===== config.mk =====
export PLATFORM = sky130hd
export DESIGN_NAME = accum_diff_split
export DESIGN_NICKNAME = d
export VERILOG_FILES = /design/src/rtl/accum_diff_split.sv
export SDC_FILE = /design/constraint.sdc
export NUM_CORES = 1
export LEC_CHECK = 0
export CAP_MARGIN = 15
export CORE_MARGIN = 1.5
export CORE_UTILIZATION = 30
export CTS_CLUSTER_SIZE = 30
export DETAILED_ROUTE_END_ITERATION = 8
export GPL_TIMING_DRIVEN = 1
export MAX_ROUTING_LAYER = met4
export PLACE_DENSITY_LB_ADDON = 0.3
export SLEW_MARGIN = 30
export SYNTH_ARGS = -nofsm -noshare
export SYNTH_HDL_FRONTEND = slang
export SYNTH_SLANG_ARGS = --single-unit

===== constraint.sdc =====
create_clock -name clk -period 7.75 [get_ports clk]
set_clock_uncertainty 0.15 [all_clocks]
set_input_delay 1.1625 -clock clk [delete_from_list [all_inputs] [get_ports clk]]
set_output_delay 1.1625 -clock clk [all_outputs]
set_load 0.01 [all_outputs]

===== src/rtl/accum_diff_split.sv =====
// accum_diff_split: two-lane running-sum differencer; ACCUM_DIFF_STATS_EN adds beat/err counters
module accum_diff_split #(
    parameter int ACC_W       = 40,
    parameter int DATA_W      = 32,
    parameter int STOP_ON_ERR = 1
) (
    input  logic              clk,
    input  logic              rst,
    input  logic              clr,
    input  logic              in_valid,
    output logic              in_ready,
    input  logic [ACC_W-1:0]  in_data,
    output logic              out_valid,
    input  logic              out_ready,
    output logic              out_lane,
    output logic [DATA_W-1:0] out_data,
    output logic              out_err,
    output logic              halted
`ifdef ACCUM_DIFF_STATS_EN
    ,
    output logic [15:0]       beat_count,
    output logic [7:0]        err_count
`endif
);
    typedef enum logic [1:0] {LANE0, LANE1, HALT} state_t;
    state_t state_q, state_d;
    logic [ACC_W-1:0] prev0_q, prev0_d, prev1_q, prev1_d, diff;
    logic [DATA_W-1:0] out_data_q, out_data_d;
    logic out_valid_q, out_valid_d, out_lane_q, out_lane_d, out_err_q, out_err_d;
    logic accept, lane, err;
`ifdef ACCUM_DIFF_STATS_EN
    logic [15:0] beat_count_q, beat_count_d;
    logic [7:0] err_count_q, err_count_d;
`endif
    always_comb begin
        lane = state_q == LANE1;
        in_ready = (state_q != HALT) && (!out_valid_q || out_ready) && !clr;
        accept = in_valid && in_ready;
        diff = in_data - (lane ? prev1_q : prev0_q);
        err = |diff[ACC_W-1:DATA_W];
        prev0_d = clr ? '0 : (accept && !lane) ? in_data : prev0_q;
        prev1_d = clr ? '0 : (accept && lane) ? in_data : prev1_q;
        state_d = clr ? LANE0 :
                  !accept ? state_q :
                  (err && STOP_ON_ERR != 0) ? HALT :
                  lane ? LANE0 : LANE1;
        out_valid_d = accept || (out_valid_q && !out_ready);
        out_data_d = accept ? diff[DATA_W-1:0] : out_data_q;
        out_lane_d = accept ? lane : out_lane_q;
        out_err_d = accept ? err : out_err_q;
`ifdef ACCUM_DIFF_STATS_EN
        beat_count_d = clr ? '0 : accept ? beat_count_q + 16'd1 : beat_count_q;
        err_count_d = clr ? '0 : (accept && err && err_count_q != 8'hFF) ? err_count_q + 8'd1 : err_count_q;
`endif
    end
    always_ff @(posedge clk) begin
        if (rst) begin
            state_q <= LANE0;
            prev0_q <= '0;
            prev1_q <= '0;
            out_valid_q <= 1'b0;
            out_data_q <= '0;
            out_lane_q <= 1'b0;
            out_err_q <= 1'b0;
`ifdef ACCUM_DIFF_STATS_EN
            beat_count_q <= '0;
            err_count_q <= '0;
`endif
        end else begin
            state_q <= state_d;
            prev0_q <= prev0_d;
            prev1_q <= prev1_d;
            out_valid_q <= out_valid_d;
            out_data_q <= out_data_d;
            out_lane_q <= out_lane_d;
            out_err_q <= out_err_d;
`ifdef ACCUM_DIFF_STATS_EN
            beat_count_q <= beat_count_d;
            err_count_q <= err_count_d;
`endif
        end
    end
    assign out_valid = out_valid_q;
    assign out_data = out_data_q;
    assign out_lane = out_lane_q;
    assign out_err = out_err_q;
    assign halted = state_q == HALT;
`ifdef ACCUM_DIFF_STATS_EN
    assign beat_count = beat_count_q;
    assign err_count = err_count_q;
`endif
endmodule


**Run 1: the metal 4 layer**

Scale bar: 50 µm.
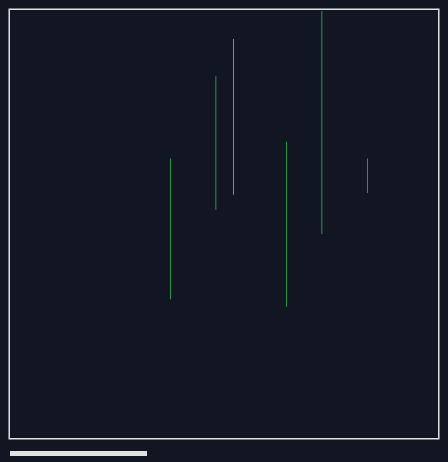
main direction: vertical
longest straight run: 80.9 µm

**Run 1: M3 wires**

Scale bar: 50 µm.
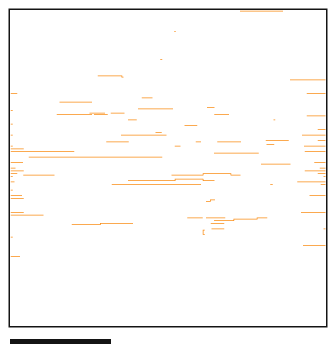
nets with wire on the layer: 65
share of all routed wire: 3.8%
wire length on this layer: 776 µm
main direction: horizontal
met3 GRT Util: 0.0283
routed wire length: 20200 µm
via count: 6567

**Run 1: clock routing**

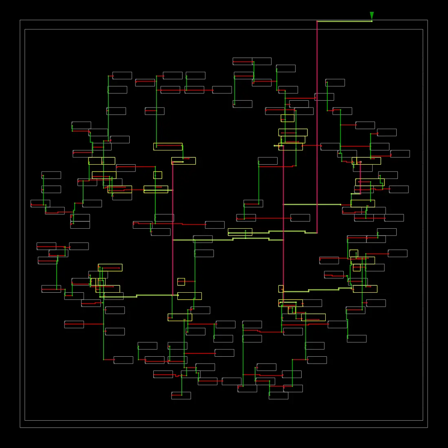
# clk buffers: 20
clock network power: 0.826 mW
clock sink count: 117

**Run 1: the metal 1 layer**

Scale bar: 50 µm.
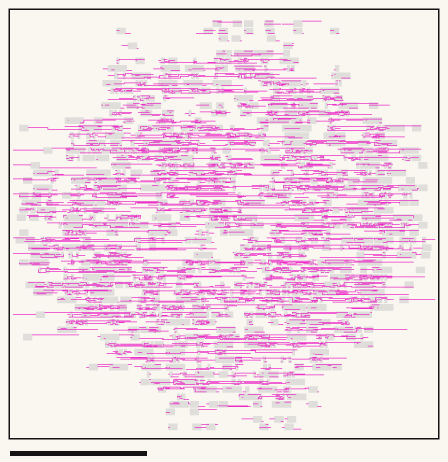
nets with wire on the layer: 989
share of all routed wire: 49%
longest straight run: 45.5 µm
main direction: horizontal
wire length on this layer: 9850 µm
met1 Usage GRT: 0.225

==> results.tsv, run 1 <==
metric	value	unit
outcome	complete, no violations	
post-synth net total	1004	
num tapcells	313	
sort of element at the start of the critical path	flip-flop	
cells taking the most area after synthesis	dfxtp_1 (33%), nand2_1 (12%), a21oi_1 (11%), ha_1 (7.0%), mux2i_1 (5.7%)	
tool warning count	26	
cells along the critical path	nor2b_4 -> buf_4 -> nand2_1 -> nand2_1 -> ha_1 -> inv_1 -> fa_1 -> a211oi_1 -> o21bai_1 -> a22o_1 -> a41o_1 -> a311o_1 -> xnor2_1 -> o311ai_0 -> nor4b_1 -> a211oi_1	
CTS tree	done	
routed via count divided by cell count	5.08	
sequential fraction of the synthesis area	0.334	
initial antenna violation count	0	
clock-cell share of area	0.0716	
Remaining DRCs	0	
measured slew at the worst slew-check pin	0.920	ns
Leakage	3.00	nW
final weighted congestion in routability-driven placement	0.864	
endpoint required time on the critical path	7.89	ns
critical path start-end classification	reg2reg	
area of combinational cells with multiple inputs	0.00439	mm²
Core Util at FP	0.308	
number of instances resized during post-cts repair	0	
worst max-slew margin expressed relative to the limit	0.386	
vias in the first global route	6345	
post-route total power	1.75	mW
post-synthesis cell type count	72	
xor/xnor share	0.0287	
hold buffer count at cts	0	
first-pass GRT wire length	32900	µm
area fraction in compound gates after synthesis	0.244	
P per Cell Area	202	mW/mm²
synthesized area divided by synthesized cell count	7.63	µm²
master cell of the clock root buffer	clkbuf_16	
multiplexer area fraction after synthesis	0.0587	
leading cell types by count after synthesis	nand2_1 (232), a21oi_1 (150), dfxtp_1 (117), clkbuf_1 (44)	
count of buffer and inverter cells on the critical path	2	
final tally of hold violations	0	
post-layout utilization of the core	0.380	
Non-Clock Buffer Area Fraction	0.101	
Area Growth Syn to Fin	23.4	%
post-synthesis instance area	0.00701	mm²
Crit path max-delay family	AND-OR/OR-AND gates	
## run 1: per-layer routing
layer / GRT usage / share of wire / routed length (µm)
met1: 0.225 / 0.49 / 9850
met5: - / 0 / 0
met4: 0.0590 / 0.015 / 308
met2: 0.282 / 0.46 / 9290
met3: 0.0283 / 0.038 / 776
## run 1: final timing paths
path | slack (ns) | to | cells after the start | startpoint
worst max-delay path | 3.11 | out_err | 16 | state_q[0]
worst min-delay path | 0.30 | out_data[25] | 2 | out_data[25]
worst max register to register | 3.11 | out_err | 16 | state_q[0]
worst min register to register | 0.30 | out_data[25] | 2 | out_data[25]
## run 1: power by group
group	total, mW	switching, mW	internal (mW)	leakage [nW]
clock	0.826	0.296	0.530	0.294
sequential	0.627	0.00886	0.618	0.948
combinational	0.297	0.171	0.126	1.76
total	1.75	0.476	1.27	3.00
**Run 1: the metal 2 layer**

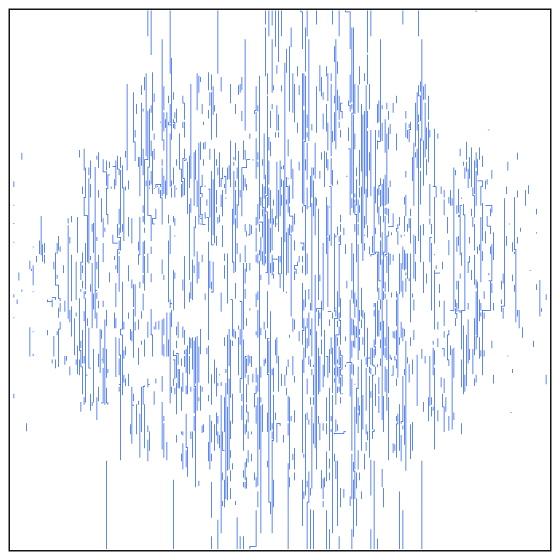

## Run 2: what changed since run 1
Clock period 7.75 ns to 4.1 ns, I/O delays scaled along.
**Run 2: the metal 2 layer**

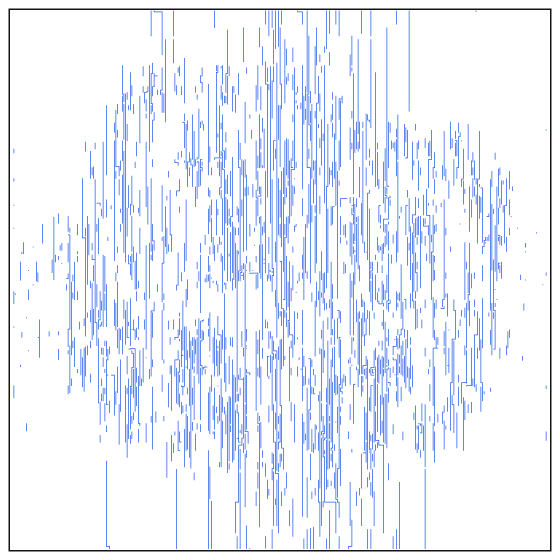
longest straight run: 79.2 µm
share of all routed wire: 46%
main direction: vertical
wire length on this layer: 9740 µm
nets with wire on the layer: 864

==> run 2 against run 1 <==
Sequential cell count unchanged. Fmax rose by 20%. Synthesized cell count unchanged. Via count grew 1.8%. Cell count grew 2.8%. Setup slack worse by 2.9 ns. Critical endpoint is now state_q[0]. Sequential share of layout area is 0.85 points lower. Design area rose by 3.2%. Worst hold slack improved by 0.0042 ns. Wire length up 4.3%. Non-clock buffer count is 36 higher.
==> results.tsv, run 2 <==
metric	value	unit	change
outcome	complete, no violations		unchanged
routed wire length	21100	µm	was 20200 µm
Core Util at FP	0.308		unchanged
post-route total power	3.29	mW	was 1.75 mW
initial antenna violation count	0		unchanged
Area Growth Syn to Fin	27.4	%	was 23.4%
Remaining DRCs	0		unchanged
measured slew at the worst slew-check pin	0.884	ns	was 0.920 ns
cells along the critical path	nand2b_2 -> buf_6 -> mux2i_1 -> ha_1 -> and2_4 -> a221oi_2 -> nand2_2 -> a211o_1 -> o211ai_4 -> a31oi_1 -> or3_1 -> a2111oi_2 -> a32o_1		was nor2b_4 -> buf_4 -> nand2_1 -> nand2_1 -> ha_1 -> inv_1 -> fa_1 -> a211oi_1 -> o21bai_1 -> a22o_1 -> a41o_1 -> a311o_1 -> xnor2_1 -> o311ai_0 -> nor4b_1 -> a211oi_1
first-pass GRT wire length	34100	µm	was 32900 µm
total number of cells along the worst setup path	13		was 16
sort of element at the start of the critical path	flip-flop		unchanged
sequential fraction of the synthesis area	0.334		unchanged
post-synth net total	1004		unchanged
hold buffer count at cts	0		unchanged
# clk buffers	22		was 20
busiest metal layer after global routing	met2		unchanged
final weighted congestion in routability-driven placement	0.877		was 0.864
num tapcells	313		unchanged
endpoint required time on the critical path	4.31	ns	was 7.89 ns
count of buffer and inverter cells on the critical path	1		was 2
xor/xnor share	0.0287		unchanged
Min-Delay Path Depth	2		unchanged
tool warning count	26		unchanged
area of combinational cells with multiple inputs	0.00440	mm²	was 0.00439 mm²
top routing layer in use	met4		unchanged
multiplexer area fraction after synthesis	0.0587		unchanged
worst max-slew margin expressed relative to the limit	0.411		was 0.386
Non-Clock Buffer Area Fraction	0.131		was 0.101
## run 2: path summary, 6_finish.rpt
check | startpoint | endpoint | slack (ns)
worst max-delay path | state_q[1] | state_q[0] | 0.24
worst min-delay path | prev0_q[7] | prev0_q[7] | 0.30
worst max register to register | state_q[1] | state_q[0] | 0.24
worst min register to register | prev0_q[7] | prev0_q[7] | 0.30
## run 2: report_power, final
part | switching (mW) | leakage [nW] | internal, mW
Clock | 0.543 | 0.284 | 0.965
Sequential | 0.0185 | 0.948 | 1.17
Combinational | 0.333 | 1.94 | 0.262
Total | 0.895 | 3.18 | 2.40
**Run 2: M3 wires**

Scale bar: 50 µm.
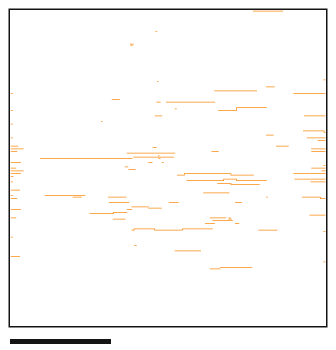

## Run 3: what changed since run 2
Settings changed: CORE_MARGIN 1.5 to not set, CTS_CLUSTER_SIZE 30 to not set.
**Run 3: M3 wires**

Scale bar: 50 µm.
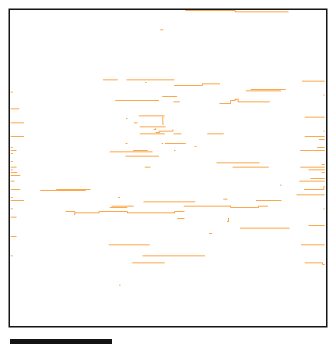
longest straight run: 30.4 µm
main direction: horizontal
wire length on this layer: 850 µm
share of all routed wire: 4.1%
nets with wire on the layer: 76

==> run 3 against run 2 <==
Synthesized area did not move. Combinational power fell by 1%. Cell count fell by 0.38%. Clock power rose by 14%. Sequential power barely moved. Non-clock buffer count fell by 4. Die area fell by 1.3%. Register-to-register slack improved by 0.03 ns. Sequential share of layout area fell by 0.14 points. Sequential cell count did not move.
==> results.tsv, run 3 <==
metric	value	unit	change
critical path start-end classification	reg2reg		unchanged
met1 Usage GRT	0.236		was 0.228
amount of wire on met2 after detailed routing	9760	µm	was 9740 µm
Area Growth Syn to Fin	28.1	%	was 27.4%
routed wire length	20700	µm	was 21100 µm
largest power group	clock		unchanged
post-route total power	3.50	mW	was 3.29 mW
routed via count divided by cell count	5.03		about the same
total number of cells along the worst setup path	13		unchanged
sum of routed wire segments on met1	9810	µm	was 10100 µm
cells taking the most area after synthesis	dfxtp_1 (33%), nand2_1 (12%), a21oi_1 (11%), ha_1 (7.0%), mux2i_1 (5.7%)		unchanged
combinational gate power	0.589	mW	was 0.595 mW
end point of the most critical hold path	out_data[29]		was prev0_q[7]
Worst Reg-to-Reg Cells	13		unchanged
sequential fraction of the synthesis area	0.334		unchanged
P per Cell Area	389	mW/mm²	was 368 mW/mm²
outcome	complete, no violations		unchanged
vias in the first global route	6351		was 6506
Remaining DRCs	0		unchanged
Critical R2R Capture	state_q[0]		unchanged
Cell Int Power	2.61	mW	was 2.40 mW
Comb pwr share	0.168		was 0.181
count of buffer and inverter cells on the critical path	1		unchanged
endpoint required time on the critical path	4.31	ns	about the same
post-synth net total	1004		unchanged
synthesized area divided by synthesized cell count	7.63	µm²	unchanged
Flop+latch power	1.19	mW	about the same
tool warning count	26		unchanged
Core Util at FP	0.308		unchanged
endpoint of the most critical setup path	state_q[0]		unchanged
launch point of the worst hold path	out_data[29]		was prev0_q[7]
final weighted congestion in routability-driven placement	0.893		was 0.877
Reg power frac	0.340		was 0.361
sort of element at the start of the critical path	flip-flop		unchanged
post-layout utilization of the core	0.394		was 0.392
measured slew at the worst slew-check pin	0.612	ns	was 0.884 ns
hold buffer count at cts	0		unchanged
part of the power in the clock network	0.492		was 0.458
worst max-slew margin expressed relative to the limit	0.591		was 0.411
Psw	0.888	mW	was 0.895 mW
CTS tree	done		unchanged
number of instances resized during post-cts repair	0		unchanged
first-pass GRT wire length	34000	µm	was 34100 µm
[run 3: cell counts after synthesis]
Identical to the previous run, type by type.
[run 3: final cells by class]
class | instances | area share
Tap cell | 313 | 0.0436
Clock buffer | 21 | 0.0524
Multi-Input combinational cell | 730 | 0.490
Clock inverter | 10 | 0.0223
Inverter | 11 | 0.00460
Sequential cell | 117 | 0.261
Timing Repair Buffer | 122 | 0.127
[run 3: logic make-up (layout without fill, tap and decap cells)]
logic type	count (synthesis)	after routing	synth area share
mux	41	41	0.0587
flops	117	117	0.334
simple gates	352	352	0.219
compound gates	274	274	0.244
fa+ha+maj	40	40	0.0724
buf+inv	72	164	0.0441
xor+xnor	23	23	0.0287
[run 3: tightest hold or removal path: stages (launching register included)]
cell	delay, ns
dfxtp_1	0.31
nand2_1	0.05
a21oi_1	0.05
Power is estimated from default activity; no workload was simulated.
